<file path="src/rtl/clock_pkg.sv">
// Shared types and constants for the clock/calendar front end.
//
// Contents:
//   field_t     - edit-field selector encoding; FIELD_RUN means no field is being edited.
//   btn_state_t - per-button channel FSM states.
//   CLK_HZ      - nominal system clock frequency.
package clock_pkg;

  localparam int unsigned CLK_HZ = 50_000_000;

  typedef enum logic [2:0] {
    FIELD_RUN   = 3'd0,
    FIELD_SEC   = 3'd1,
    FIELD_MIN   = 3'd2,
    FIELD_HOUR  = 3'd3,
    FIELD_DAY   = 3'd4,
    FIELD_MONTH = 3'd5,
    FIELD_YEAR  = 3'd6
  } field_t;

  typedef enum logic [1:0] {
    IDLE   = 2'd0,
    HOLD   = 2'd1,
    REPEAT = 2'd2
  } btn_state_t;

endpackage

</file>
<file path="src/rtl/button_channel.sv">
// One push-button conditioning channel.
//
// Stages: 2-FF synchroniser -> polarity normalisation (1 = pressed) -> debounce ->
// press-edge detection -> IDLE/HOLD(/REPEAT) FSM.
//
// Ports:
//   clk    - system clock.
//   rst_n  - asynchronous, active-low reset.
//   button - raw, asynchronous button pin.
//   pulse  - one-cycle strobe, combinational from this channel's state. It is high in the
//            cycle just before the clock edge at which the debounced level rises (press) or a
//            repeat interval expires; the parent registers it, so the registered pulse lands
//            DEBOUNCE_CYCLES + 2 clocks after the pin changes.
//
// Parameters:
//   DEBOUNCE_CYCLES     - consecutive differing samples needed to accept a level change.
//   REPEAT_DELAY_CYCLES - hold time from accepted press to the first repeat pulse.
//   REPEAT_RATE_CYCLES  - interval between subsequent repeat pulses (>= 2).
//   REPEAT_ENABLE       - 1: build HOLD/REPEAT with timer; 0: one pulse per press, no timer.
//   ACTIVE_LOW          - 1: pressed pin reads 0.
module button_channel
  import clock_pkg::*;
#(
  parameter int unsigned DEBOUNCE_CYCLES     = 1_000_000,
  parameter int unsigned REPEAT_DELAY_CYCLES = 25_000_000,
  parameter int unsigned REPEAT_RATE_CYCLES  = 5_000_000,
  parameter bit          REPEAT_ENABLE       = 1'b1,
  parameter bit          ACTIVE_LOW          = 1'b1
) (
  input  logic clk,
  input  logic rst_n,
  input  logic button,
  output logic pulse
);

  localparam int unsigned DbW = (DEBOUNCE_CYCLES > 1) ? $clog2(DEBOUNCE_CYCLES) : 1;
  localparam logic [DbW-1:0] DbLast = DbW'(DEBOUNCE_CYCLES - 1);
  // Pin level when the button is not pressed; the synchroniser resets to it.
  localparam logic Released = ACTIVE_LOW;

  if (REPEAT_ENABLE && (REPEAT_RATE_CYCLES < 2 || REPEAT_DELAY_CYCLES < 2)) begin : g_bad_timing
    $error("button_channel: repeat delay and rate must both be at least 2 cycles");
  end

  // ---------------------------------------------------------------------------
  // Synchroniser
  // ---------------------------------------------------------------------------
  logic sync1_q, sync2_q;

  always_ff @(posedge clk or negedge rst_n) begin
    if (!rst_n) begin
      sync1_q <= Released;
      sync2_q <= Released;
    end else begin
      sync1_q <= button;
      sync2_q <= sync1_q;
    end
  end

  logic level;
  assign level = ACTIVE_LOW ? ~sync2_q : sync2_q;

  // ---------------------------------------------------------------------------
  // Debounce
  // ---------------------------------------------------------------------------
  logic [DbW-1:0] db_cnt_q, db_cnt_d;
  logic           stable_q, stable_d;

  always_comb begin
    db_cnt_d = '0;
    stable_d = stable_q;
    if (level != stable_q) begin
      if (db_cnt_q == DbLast) begin
        stable_d = ~stable_q;
      end else begin
        db_cnt_d = db_cnt_q + 1'b1;
      end
    end
  end

  always_ff @(posedge clk or negedge rst_n) begin
    if (!rst_n) begin
      db_cnt_q <= '0;
      stable_q <= 1'b0;
    end else begin
      db_cnt_q <= db_cnt_d;
      stable_q <= stable_d;
    end
  end

  // High in the cycle the debounced level goes 0 -> 1.
  logic press;
  assign press = stable_d & ~stable_q;

  // ---------------------------------------------------------------------------
  // Channel FSM. It follows stable_d so that it leaves HOLD/REPEAT at the same edge the
  // debounced level drops, which is what keeps the release cycle pulse-free.
  // ---------------------------------------------------------------------------
  btn_state_t state_q, state_d;

  if (REPEAT_ENABLE) begin : g_repeat
    localparam int unsigned TmMax = (REPEAT_DELAY_CYCLES > REPEAT_RATE_CYCLES) ?
                                    REPEAT_DELAY_CYCLES : REPEAT_RATE_CYCLES;
    localparam int unsigned TmW = (TmMax > 1) ? $clog2(TmMax) : 1;
    localparam logic [TmW-1:0] DelayLast = TmW'(REPEAT_DELAY_CYCLES - 1);
    localparam logic [TmW-1:0] RateLast  = TmW'(REPEAT_RATE_CYCLES - 1);

    logic [TmW-1:0] timer_q, timer_d;
    logic           fsm_pulse;

    always_comb begin
      state_d   = state_q;
      timer_d   = timer_q;
      fsm_pulse = 1'b0;
      unique case (state_q)
        IDLE: begin
          timer_d = '0;
          if (press) begin
            state_d   = HOLD;
            fsm_pulse = 1'b1;
          end
        end
        HOLD: begin
          if (!stable_d) begin
            state_d = IDLE;
            timer_d = '0;
          end else if (timer_q == DelayLast) begin
            state_d   = REPEAT;
            timer_d   = '0;
            fsm_pulse = 1'b1;
          end else begin
            timer_d = timer_q + 1'b1;
          end
        end
        REPEAT: begin
          if (!stable_d) begin
            state_d = IDLE;
            timer_d = '0;
          end else if (timer_q == RateLast) begin
            timer_d   = '0;
            fsm_pulse = 1'b1;
          end else begin
            timer_d = timer_q + 1'b1;
          end
        end
        default: begin
          state_d = IDLE;
          timer_d = '0;
        end
      endcase
    end

    always_ff @(posedge clk or negedge rst_n) begin
      if (!rst_n) begin
        state_q <= IDLE;
        timer_q <= '0;
      end else begin
        state_q <= state_d;
        timer_q <= timer_d;
      end
    end

    assign pulse = fsm_pulse;
  end else begin : g_single
    logic fsm_pulse;

    always_comb begin
      state_d   = state_q;
      fsm_pulse = 1'b0;
      unique case (state_q)
        IDLE: begin
          if (press) begin
            state_d   = HOLD;
            fsm_pulse = 1'b1;
          end
        end
        HOLD: begin
          if (!stable_d) begin
            state_d = IDLE;
          end
        end
        default: state_d = IDLE;
      endcase
    end

    always_ff @(posedge clk or negedge rst_n) begin
      if (!rst_n) begin
        state_q <= IDLE;
      end else begin
        state_q <= state_d;
      end
    end

    assign pulse = fsm_pulse;
  end

endmodule

</file>
<file path="src/rtl/button_conditioner.sv">
// Input stage for the clock/calendar counter: conditions the increase, decrease and change
// push-buttons and keeps the edit-field selector.
//
// Build option:
//   BTN_AUTO_REPEAT_EN - when defined, a held increase/decrease button auto-repeats
//                        (first repeat after REPEAT_DELAY_CYCLES, then every
//                        REPEAT_RATE_CYCLES). When undefined, each accepted press gives exactly
//                        one pulse and no repeat timers are built.
//
// Ports:
//   clk, rst_n     - system clock; asynchronous active-low reset.
//   butt_increase  - raw increase button.
//   butt_decrease  - raw decrease button.
//   butt_change    - raw field-select button.
//   inc_pulse      - one-cycle increment request (only while a field is being edited).
//   dec_pulse      - one-cycle decrement request (only while a field is being edited).
//   chg_pulse      - one-cycle pulse in the cycle field_sel advances.
//   field_sel      - 0 RUN, 1 sec, 2 min, 3 hour, 4 day, 5 month, 6 year.
//   edit_active    - high when field_sel != RUN.
module button_conditioner
  import clock_pkg::*;
#(
  parameter int unsigned DEBOUNCE_CYCLES     = 1_000_000,
  parameter int unsigned REPEAT_DELAY_CYCLES = 25_000_000,
  parameter int unsigned REPEAT_RATE_CYCLES  = 5_000_000,
  parameter int unsigned NUM_FIELDS          = 7,
  parameter bit          BUTTON_ACTIVE_LOW   = 1'b1
) (
  input  logic       clk,
  input  logic       rst_n,
  input  logic       butt_increase,
  input  logic       butt_decrease,
  input  logic       butt_change,
  output logic       inc_pulse,
  output logic       dec_pulse,
  output logic       chg_pulse,
  output logic [2:0] field_sel,
  output logic       edit_active
);

`ifdef BTN_AUTO_REPEAT_EN
  localparam bit AutoRepeat = 1'b1;
`else
  localparam bit AutoRepeat = 1'b0;
`endif

  if (NUM_FIELDS < 2 || NUM_FIELDS > 8) begin : g_bad_fields
    $error("button_conditioner: NUM_FIELDS must be in 2..8");
  end

  localparam field_t LastField = field_t'(3'(NUM_FIELDS - 1));

  logic inc_raw, dec_raw, chg_raw;

  button_channel #(
    .DEBOUNCE_CYCLES     (DEBOUNCE_CYCLES),
    .REPEAT_DELAY_CYCLES (REPEAT_DELAY_CYCLES),
    .REPEAT_RATE_CYCLES  (REPEAT_RATE_CYCLES),
    .REPEAT_ENABLE       (AutoRepeat),
    .ACTIVE_LOW          (BUTTON_ACTIVE_LOW)
  ) u_inc (
    .clk    (clk),
    .rst_n  (rst_n),
    .button (butt_increase),
    .pulse  (inc_raw)
  );

  button_channel #(
    .DEBOUNCE_CYCLES     (DEBOUNCE_CYCLES),
    .REPEAT_DELAY_CYCLES (REPEAT_DELAY_CYCLES),
    .REPEAT_RATE_CYCLES  (REPEAT_RATE_CYCLES),
    .REPEAT_ENABLE       (AutoRepeat),
    .ACTIVE_LOW          (BUTTON_ACTIVE_LOW)
  ) u_dec (
    .clk    (clk),
    .rst_n  (rst_n),
    .button (butt_decrease),
    .pulse  (dec_raw)
  );

  button_channel #(
    .DEBOUNCE_CYCLES     (DEBOUNCE_CYCLES),
    .REPEAT_DELAY_CYCLES (REPEAT_DELAY_CYCLES),
    .REPEAT_RATE_CYCLES  (REPEAT_RATE_CYCLES),
    .REPEAT_ENABLE       (1'b0),
    .ACTIVE_LOW          (BUTTON_ACTIVE_LOW)
  ) u_chg (
    .clk    (clk),
    .rst_n  (rst_n),
    .button (butt_change),
    .pulse  (chg_raw)
  );

  field_t field_q, field_d;
  logic   inc_q, inc_d;
  logic   dec_q, dec_d;
  logic   chg_q, chg_d;
  logic   editing;

  always_comb begin
    field_d = field_q;
    chg_d   = chg_raw;
    if (chg_raw) begin
      field_d = (field_q == LastField) ? FIELD_RUN : field_t'(field_q + 3'd1);
    end
    // Qualify with the pre-advance field; coincident inc+dec cancel each other.
    editing = (field_q != FIELD_RUN);
    inc_d   = inc_raw & ~dec_raw & editing;
    dec_d   = dec_raw & ~inc_raw & editing;
  end

  always_ff @(posedge clk or negedge rst_n) begin
    if (!rst_n) begin
      field_q <= FIELD_RUN;
      inc_q   <= 1'b0;
      dec_q   <= 1'b0;
      chg_q   <= 1'b0;
    end else begin
      field_q <= field_d;
      inc_q   <= inc_d;
      dec_q   <= dec_d;
      chg_q   <= chg_d;
    end
  end

  assign inc_pulse   = inc_q;
  assign dec_pulse   = dec_q;
  assign chg_pulse   = chg_q;
  assign field_sel   = field_q;
  assign edit_active = (field_q != FIELD_RUN);

endmodule

</file>
<file path="config.mk">
export PLATFORM = sky130hd
export DESIGN_NAME = button_conditioner
export DESIGN_NICKNAME = d
export VERILOG_FILES = /design/src/rtl/clock_pkg.sv /design/src/rtl/button_channel.sv /design/src/rtl/button_conditioner.sv
export SDC_FILE = /design/constraint.sdc
export NUM_CORES = 1
export LEC_CHECK = 0
export CAP_MARGIN = 20
export CORE_MARGIN = 4
export CORE_UTILIZATION = 53
export DETAILED_ROUTE_END_ITERATION = 12
export PLACE_DENSITY = 0.7
export SYNTH_ARGS = -nofsm -noshare
export SYNTH_HDL_FRONTEND = slang
export SYNTH_SLANG_ARGS = --single-unit
export TNS_END_PERCENT = 10
</file>
<file path="constraint.sdc">
create_clock -name clk -period 6 [get_ports clk]
set_clock_uncertainty 0.05 [all_clocks]
set_input_delay 1.2 -clock clk [delete_from_list [all_inputs] [get_ports clk]]
set_output_delay 1.2 -clock clk [all_outputs]
set_load 0.1 [all_outputs]
</file>
### Port wiring

The bar under the picture is 20 µm long.
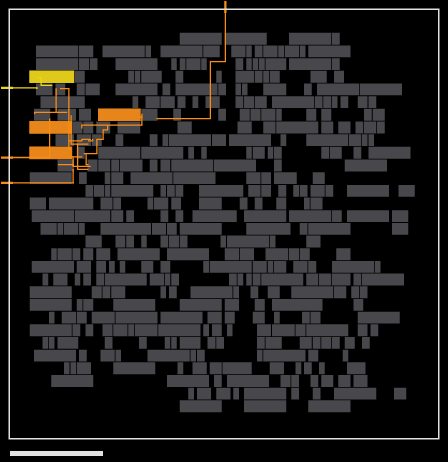
Key: butt_change = yellow [bits 1, direction input, end cells 1, wire 9.90 µm]; field_sel = orange [bits 3, direction output, end cells 3, wire 163 µm]
Port Buffers: 11
Boundary Pins: 12

### Local utilization

The bar under the picture is 20 µm long. The die is cut into 9 by 9 equal tiles; black is low, pale yellow is high, 0 to 100% covered.
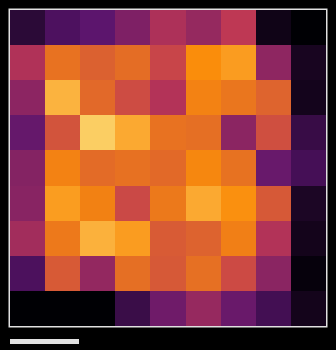
The fullest tile reaches 89%. The densest ninth of the die: middle. The emptiest ninth of the die: bottom right.

### Supply network

The bar under the picture is 20 µm long. Pins as bars on the die edge.
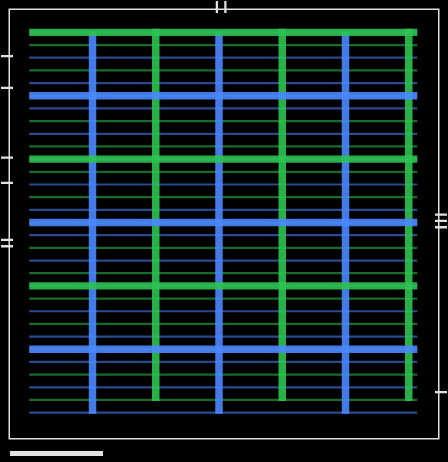
Key: VSS = blue; VDD = green
31 met1 rails follow the rows. 6 straps on met5. The core has 30 rows.

### Cell classes on the final placement

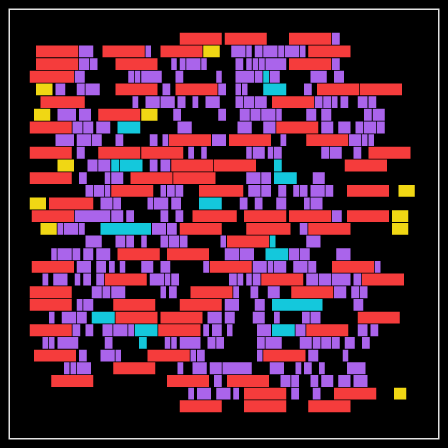
Key: remaining logic cells = purple [cells 280, share of their area 43%]; clock drivers and dummy loads = cyan [cells 16, share of their area 5.2%]; registers = red [cells 78, share of their area 49%]; remaining buffers and delay cells = yellow [cells 11, share of their area 2.7%]
flop share of the area: 0.4776
Floorplan Core Area: 6794 µm²

==> run_results.csv <==
group,metric,value,unit
clock_tree,cts_resized,0,
logic_synthesis,synth.yosys.warnings,0,
global_routing,groute.layer.met1.usage,0.2371,
routing,drt-vias-per-instance,5.632,
logic_synthesis,synth_area_per_cell,10.10,µm²
sta,slew_viol_final,0,
routing,met1Wirelength,3.280,mm
power_and_ir_drop,power_density,240.7,nW/µm²
clock_tree,cts_root_buf,"clkbuf_8",
routing,met3_wirelength,234,µm
routing,final_routed_drc_violation_total,0,
power_and_ir_drop,power.net_switching,0.0002127,W
critical_path,critical_path_class,"reg2out",
placed_design,pre_cts_ws,2861,ps
critical_path,worst_ep_arrival_time,2240,ps
power_and_ir_drop,worst_voltage_drop_across_the_vdd_grid,0.0001882,V
logic_synthesis,yosys.area_share.xor_xnor,0.07757,
logic_synthesis,synth-simple-area-share,0.2552,
global_routing,globalRoute.totalOverflow,0,
job,drv_cap,0,
sta,final_min_period_over_clock_period,0.5812,
finish,top_logic_cell_by_instance_count_in_the_layout,"dfrtp_1",
sta,hold_viol,0,
clock_tree,clk_path_buf_depth,2,
sta,final.setup.tns,0,ps
logic_synthesis,synth_area,3726,µm²
clock_tree,clock_tree_from_tritoncts,"built",
routing,drtIter0Drc,101,
power_and_ir_drop,power_report.internal_total,0.0007750,W
logic_synthesis,synth_top_area_share,0.4835,
logic_synthesis,count_of_unique_library_cells_instantiated_by_yosys,44,
sta,max_slew.worst_pin.slew,1009,ps
floorplanning,floorplanUtilization,0.5484,
floorplanning,floorplan.die.height,91.85,µm
outcome,outcome,"completed",
floorplanning,die_width,91.85,µm
logic_synthesis,ff_type,"dfrtp_1",
logic_synthesis,synth.logic.top_family,"simple AND/OR/NAND/NOR gates",
sta,max-slew-margin-rel,0.3251,
logic_synthesis,yosysSeqAreaShare,0.5259,
global_routing,pin_count_of_the_biggest_net_entering_global_routing,79,
path summary, 6_finish.rpt:
check                              startpoint                 end  slack (ps)  depth (start not counted)
setup reg to reg           u_inc.db_cnt_q[15]   u_inc.db_cnt_q[3]        3580                          4
max in group asynchronous               rst_n  u_chg.db_cnt_q[10]        4340                          1
hold / removal                  u_dec.sync1_q       u_dec.sync2_q         310                          0
min in group asynchronous               rst_n  u_dec.db_cnt_q[16]         960                          1
setup / recovery                 field_sel[2]         edit_active        2510                          2
hold reg to reg                 u_dec.sync1_q       u_dec.sync2_q         310                          0
state kept, by name, summed over array words and instances, names as in the netlist, 3 cells and up:
register,flops
field_sel,3
u_chg.db_cnt_q,20
u_dec.db_cnt_q,20
u_inc.db_cnt_q,20
per-stage QoR:
stage	instance area, µm²	total power [W]	hold slack [ps]
after detailed placement	3896	0.0005826	302.1
final	4103	0.0009877	305.7
after global routing	4103	0.001033	306.4
after CTS	4103	0.0009990	308.5
after floorplan	3726	0.0005667	295.2
after global placement	3896	0.0005822	296.7
power groups by stage:
stage          clock, W  sequential [W]  combinational, W
2_1_floorplan         0        0.000550         0.0000165
3_5_place_dp          0        0.000552         0.0000311
6_report       0.000417        0.000541         0.0000298
4_1_cts        0.000427        0.000541         0.0000311
5_1_grt        0.000455        0.000543         0.0000356
3_3_place_gp          0        0.000551         0.0000309
area by class of cell:
type | count | share of cell area
Tap cell | 96 | 0.02928
Clock inverter | 5 | 0.01830
Inverter | 9 | 0.008234
Clock buffer | 11 | 0.03202
Multi-Input combinational cell | 271 | 0.4084
Timing Repair Buffer | 11 | 0.02623
Sequential cell | 78 | 0.4776
worst max-delay path, cell delays in order, from the launching register on:
cell	delay, ps
dfrtp_1	430
or3_1	470
clkdlybuf4s50_1	1000
Power and IR drop assume default switching activity.
